===== src/rtl/sn74xx163_if.sv =====
// Counter bus for sn74xx163: parallel load, count enables, load data and the
// counter outputs. Clock and clear stay plain ports on the counter itself.
//   load  - active-low synchronous parallel load
//   enp   - count enable P (gates counting only)
//   ent   - count enable T (gates counting and rco)
//   d     - parallel load data, d[3:0] is the least significant stage
//   q     - counter value, q[0] is the LSB
//   rco   - ripple carry out, ent & (q == all ones)
// master: the block driving the controls; slave: the counter.
interface sn74xx163_if #(
  parameter int unsigned STAGES = 1
);
  logic                    load;
  logic                    enp;
  logic                    ent;
  logic [4*STAGES-1:0]     d;
  logic [4*STAGES-1:0]     q;
  logic                    rco;

  modport master (
    output load,
    output enp,
    output ent,
    output d,
    input  q,
    input  rco
  );

  modport slave (
    input  load,
    input  enp,
    input  ent,
    input  d,
    output q,
    output rco
  );
endinterface


===== src/rtl/sn74xx163.sv =====
// Synchronous presettable binary counter in the style of the 74163, built as a
// cascade of STAGES 4-bit stages (width 4*STAGES, legal STAGES 1..8).
// Ports:
//   clk  - rising-edge clock
//   clr  - synchronous active-low clear, highest priority
//   bus  - sn74xx163_if slave: load, enp, ent, d in; q, rco out
// Priority per edge: clear, then load (ignores enables), then count when
// enp & ent, otherwise hold. rco is combinational from ent and q.
module sn74xx163 #(
  parameter int unsigned STAGES = 1
) (
  input logic        clk,
  input logic        clr,
  sn74xx163_if.slave bus
);

  logic [STAGES-1:0][3:0] cnt_q;
  logic [STAGES-1:0][3:0] cnt_d;
  // ent seen by each stage: ent for stage 0, previous stage's rco above it.
  logic [STAGES-1:0]      ent_stage;
  logic                   carry;

  // Carry chain as on a board of discrete parts: each stage's rco feeds the
  // next stage's ent. A running accumulator keeps the chain free of a
  // self-referencing vector.
  always_comb begin
    carry = bus.ent;
    for (int k = 0; k < STAGES; k++) begin
      ent_stage[k] = carry;
      carry        = carry & (cnt_q[k] == 4'hF);
    end
  end

  // Load takes every stage at once and ignores the enables; otherwise a stage
  // steps when enp is high and its own ent is high, so an upper stage steps
  // on the same edge the stages below it wrap F->0.
  always_comb begin
    cnt_d = cnt_q;
    for (int k = 0; k < STAGES; k++) begin
      if (!bus.load) begin
        cnt_d[k] = bus.d[4*k +: 4];
      end else if (bus.enp && ent_stage[k]) begin
        cnt_d[k] = cnt_q[k] + 4'd1;
      end
    end
  end

  always_ff @(posedge clk) begin
    if (!clr) begin
      cnt_q <= '0;
    end else begin
      cnt_q <= cnt_d;
    end
  end

  assign bus.q   = cnt_q;
  assign bus.rco = carry;

endmodule


===== src/flat_wrapper.sv =====
// flat-port wrapper written by rule: the top's interface ports become plain ports
module sn74xx163_flat 
#(
  parameter int unsigned STAGES = 1
)
  (clk, clr, bus_load, bus_enp, bus_ent, bus_d, bus_q, bus_rco);
  sn74xx163_if #(.STAGES(STAGES)) bus_i ();
  input logic clk;
  input logic clr;
  input wire logic [$bits(bus_i.load)-1:0] bus_load;
  input wire logic [$bits(bus_i.enp)-1:0] bus_enp;
  input wire logic [$bits(bus_i.ent)-1:0] bus_ent;
  input wire logic [$bits(bus_i.d)-1:0] bus_d;
  output wire logic [$bits(bus_i.q)-1:0] bus_q;
  output wire logic [$bits(bus_i.rco)-1:0] bus_rco;
  assign bus_i.load = bus_load;
  assign bus_i.enp = bus_enp;
  assign bus_i.ent = bus_ent;
  assign bus_i.d = bus_d;
  assign bus_q = bus_i.q;
  assign bus_rco = bus_i.rco;
  sn74xx163 #(.STAGES(STAGES)) u_core (.clk(clk), .clr(clr), .bus(bus_i));
endmodule

===== config.mk =====
export PLATFORM = sky130hd
export DESIGN_NAME = sn74xx163_flat
export DESIGN_NICKNAME = d
export VERILOG_FILES = /design/src/rtl/sn74xx163_if.sv /design/src/rtl/sn74xx163.sv /design/src/flat_wrapper.sv
export SDC_FILE = /design/constraint.sdc
export NUM_CORES = 1
export LEC_CHECK = 0
export CAP_MARGIN = 20
export CORE_AREA = 2 2 39 41
export CTS_CLUSTER_DIAMETER = 150
export DETAILED_ROUTE_END_ITERATION = 7
export DIE_AREA = 0 0 41 43
export PLACE_DENSITY = 0.41
export SYNTH_ARGS = -nofsm -noshare
export SYNTH_HDL_FRONTEND = slang
export SYNTH_SLANG_ARGS = --single-unit

===== constraint.sdc =====
create_clock -name clk -period 0.9 [get_ports clk]
set_clock_uncertainty 0.05 [all_clocks]
set_input_delay 0.135 -clock clk [delete_from_list [all_inputs] [get_ports clk]]
set_output_delay 0.135 -clock clk [all_outputs]
set_load 0.01 [all_outputs]

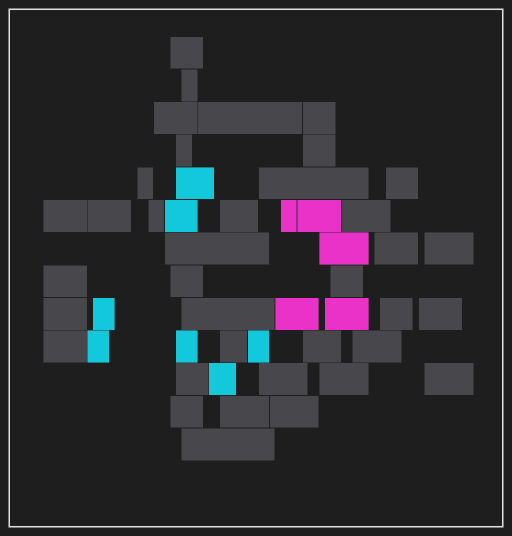
*Logic cells by family, run 1*
(12 px per um)
| colour | family | cells |
|---|---|---|
| cyan | inverting AOI/OAI gates | 7 |
| magenta | NAND gates | 5 |
most frequent logic cell in the layout: clkdlybuf4s50_1
post-route insts no fill: 65
logic share of the area: 31.1%

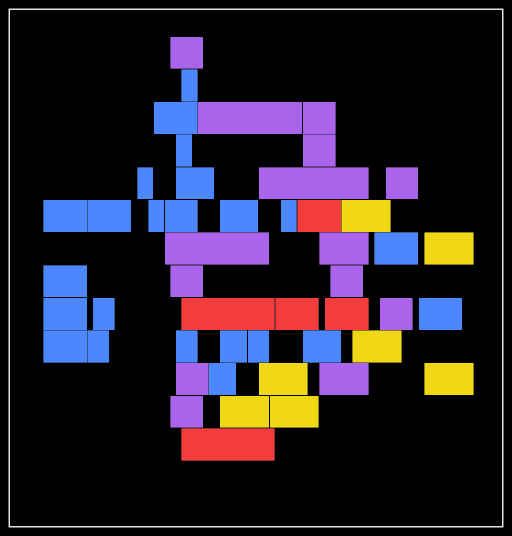
*Cell sizes after repair, run 1*
(12 px per um)
| colour | size | cells |
|---|---|---|
| yellow | drive 6 and up | 7 |
| blue | drive 1 or less | 23 |
| red | drive 2 | 5 |
| purple | drive 3 to 4 | 14 |
design area: 499 um2
synth-to-layout area growth: 143%
Buffers, non-clock: 21
worst setup margin: -0.298 ns

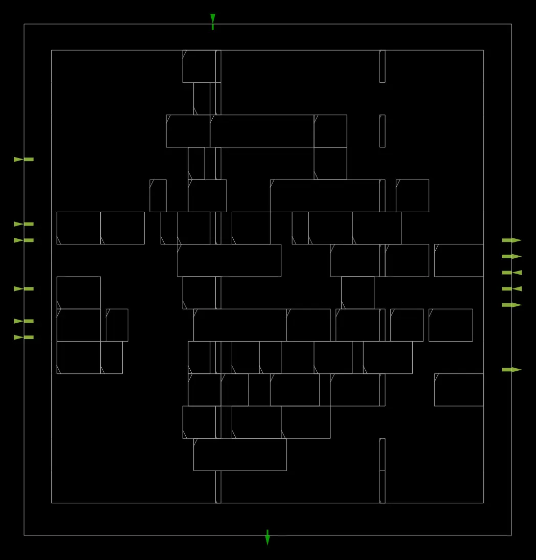
*Placed standard cells, run 1*
FILL cells: 139
tap cells: 16
flop count: 4
Seq area share: 18.0%

==> ci_impl_report.md, run 1 <==
### Flow metrics

| Metric | Value |
|---|---|
| Total die area | `roughly 1800 um2` |
| Comb area | `roughly 160 um2` |
| Final hold vios | `0` |
| Met2 wire length | `between 200 and 300 um` |
| WP depth | `3` |
| Clk slew on worst S/H paths | `roughly 0.040 ns` |
| GRT Total Usage | `approximately a tenth` |
| Endpoints failing setup | `9` |
| Site Rows | `14` |
| Grt total ovfl | `0` |
| Yosys cell count | `24` |
| # DRC | `0` |
| M1 GR Usage | `under 10%` |
| Sequential Power Share | `approximately 33%` |
| Synth flops | `4` |
| Peak supply drop | `0.465 mV` |
| Final core occ | `between 30% and 40%` |
| Top cells, area | `dfxtp_1, xor2_1, nand3_1` |
| Hold_sp | `bus_d[1]` |
| Most common logic cells in the final layout | `clkdlybuf4s50_1, buf_6, buf_4` |
| CTS resizes | `29` |
| Via count | `277` |
| Worst Hold End | `u_core.bus.q[1]$_SDFFE_PN0P_` |
| Final hold slack | `~0.42 ns` |
| Failing checks | `setup timing` |
| FF+latch area | `between 90 and 100 um2` |
| Clock sink count | `4` |
| Vias in the first global route | `~270` |
| Cycle use final | `133%` |
| H-tree depth | `1` |
| And+or+nand+nor area frac | `a little under a quarter` |
| Post-DP Area | `453 um2` |
| WL met3 | `76 um` |
| Worst setup margin | `-0.298 ns` |
| Synth cell count leaders | `dfxtp_1, nand3_1, o21ai_0, nor2_1, xor2_1` |
| Synth Instances | `24` |
| Outcome | `finished, violations left` |
| Cell type with the largest total area | `dfxtp_1` |
| Slew @ Worst Pin | `around 0.21 ns` |
| R2R setup slack | `-0.22 ns` |
| Log Warnings | `29` |
| Clkbuf count | `4` |
| Floorplan Utilization | `14.8%` |
| Reg2reg path depth | `4` |
| Setup TNS | `-1.41 ns` |
| Top fanout value on the critical path | `2` |
| DRT met1 WL | `~260 um` |
| End of the critical path | `bus_rco` |
| Largest net degree at the start of global routing | `8` |
| TritonCTS buffer count | `3` |
==> inputs of run 2 (changes only) <==
--- a/config.mk
+++ b/config.mk
@@ -5,7 +5,6 @@
 export SDC_FILE = /design/constraint.sdc
 export NUM_CORES = 1
 export LEC_CHECK = 0
-export CAP_MARGIN = 20
 export CORE_AREA = 2 2 39 41
 export CTS_CLUSTER_DIAMETER = 150
 export DETAILED_ROUTE_END_ITERATION = 7
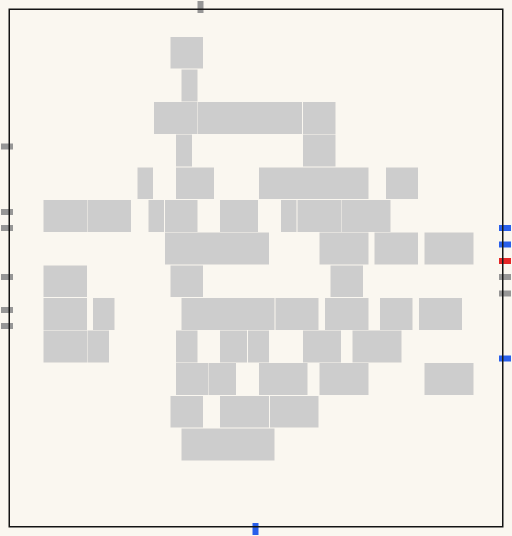
*Pin map, run 2*
(12 px per um) Pins as bars across the die edge, other pins in grey.
| colour | port | pins | direction | edge |
|---|---|---|---|---|
| red | `bus_enp` | 1 | input | right |
| blue | `bus_q` | 4 | output | 3 right, 1 bottom |
all pins by edge: 6 left, 6 right, 1 top, 1 bottom
Die Span Y: 43 um
I/O Buffers: 13
Die X: 41 um

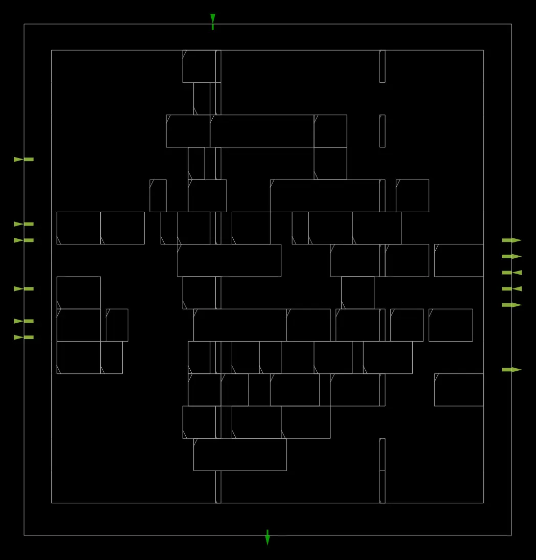
*Placed standard cells, run 2*
Site Rows: 14
core area: 1380 um2
final core occ: 36.1%

==> ci_impl_report.md, run 2 <==
### Flow metrics

| Metric | Value |
|---|---|
| Final hold slack | `0.416 ns (unchanged)` |
| Worst Hold End | `u_core.bus.q[1]$_SDFFE_PN0P_` |
| P_seq | `slightly above 0.0002 W` |
| Comb area | `155 um2 (unchanged)` |
| Tap cells | `16 (unchanged)` |
| Total die area | `1760 um2 (unchanged)` |
| Inverters, non-clock | `1` |
| Clk. pwr | `about 0.00025 W` |
| Cycle use final | `133% (unchanged)` |
| Failing checks | `setup timing` |
| # DRC | `0 (unchanged)` |
| Floorplan Utilization | `14.8% (unchanged)` |
| Endpoints failing setup | `9 (unchanged)` |
| RSZ-0062 raised after global routing | `yes` |
| Yosys cell count | `24 (unchanged)` |
| Hold_sp | `bus_d[1]` |
| Vias in the first global route | `269 (unchanged)` |
| Log Warnings | `29 (unchanged)` |
| Top fanout value on the critical path | `2 (unchanged)` |
| CTS resizes | `29 (unchanged)` |
| Cell type with the largest total area | `dfxtp_1` |
| Post-DP HPWL | `about 530 um` |
| FILL cells | `139 (unchanged)` |
| Met2 wire length | `287 um (unchanged)` |
| M1 GR Usage | `9.62% (unchanged)` |
| Synth-to-layout area growth | `143% (unchanged)` |
| Diode count | `0` |
| R2R setup slack | `-0.22 ns (about the same)` |
| Chip Area, Yosys | `about 200 um2` |
| Worst setup margin | `-0.298 ns (unchanged)` |
| Grt total ovfl | `0 (unchanged)` |
| Synth cell count leaders | `dfxtp_1, nand3_1, o21ai_0, nor2_1, xor2_1` |
| Flop count | `4 (unchanged)` |
| Synth Instances | `24 (unchanged)` |
| Logic share of the area | `31.1% (unchanged)` |
| WL met3 | `76 um (unchanged)` |
| Post-route insts no fill | `65 (unchanged)` |
| FF+latch area | `90.1 um2 (unchanged)` |
| Clkbuf count | `4 (unchanged)` |
| And+or+nand+nor area frac | `23.8% (unchanged)` |
| Seq area share | `18.0% (unchanged)` |
| Sequential Power Share | `32.5% (about the same)` |
| Nets@finish | `60` |
| GRT Total Usage | `9.53% (unchanged)` |
| Endpoint class of the critical path | `output pin` |
| Setup TNS | `-1.41 ns (unchanged)` |
| Top cells, area | `dfxtp_1, xor2_1, nand3_1` |
| WP depth | `3 (unchanged)` |
| Final hold vios | `0 (unchanged)` |
| Sw Share | `25.5%` |
| TritonCTS buffer count | `3 (unchanged)` |
| Max incr delay on CP | `0.35 ns` |
| Peak supply drop | `0.465 mV (unchanged)` |
| Clock sink count | `4 (unchanged)` |
| Largest net degree at the start of global routing | `8 (unchanged)` |
| End of the critical path | `bus_rco` |
| Most frequent logic cell in the layout | `clkdlybuf4s50_1` |
| Most common logic cells in the final layout | `clkdlybuf4s50_1, buf_6, buf_4` |
| Design area | `499 um2 (unchanged)` |
| WP data arrival | `between 1 and 1.5 ns` |
| Slew @ Worst Pin | `0.214 ns (unchanged)` |
| Reg2reg path depth | `4 (unchanged)` |
| Reg2Reg Capture Point | `u_core.bus.q[3]$_SDFFE_PN0P_` |
| Synth flops | `4 (unchanged)` |
| Slew HR | `around 86%` |
| DRT met1 WL | `256 um (unchanged)` |
| Clk slew on worst S/H paths | `0.04 ns (about the same)` |
| Post-DP Area | `453 um2 (unchanged)` |
| Outcome | `finished, violations left` |
| Via count | `277 (unchanged)` |
| H-tree depth | `1 (unchanged)` |
Power figures rest on the tool's default switching activity, not on a simulated workload.
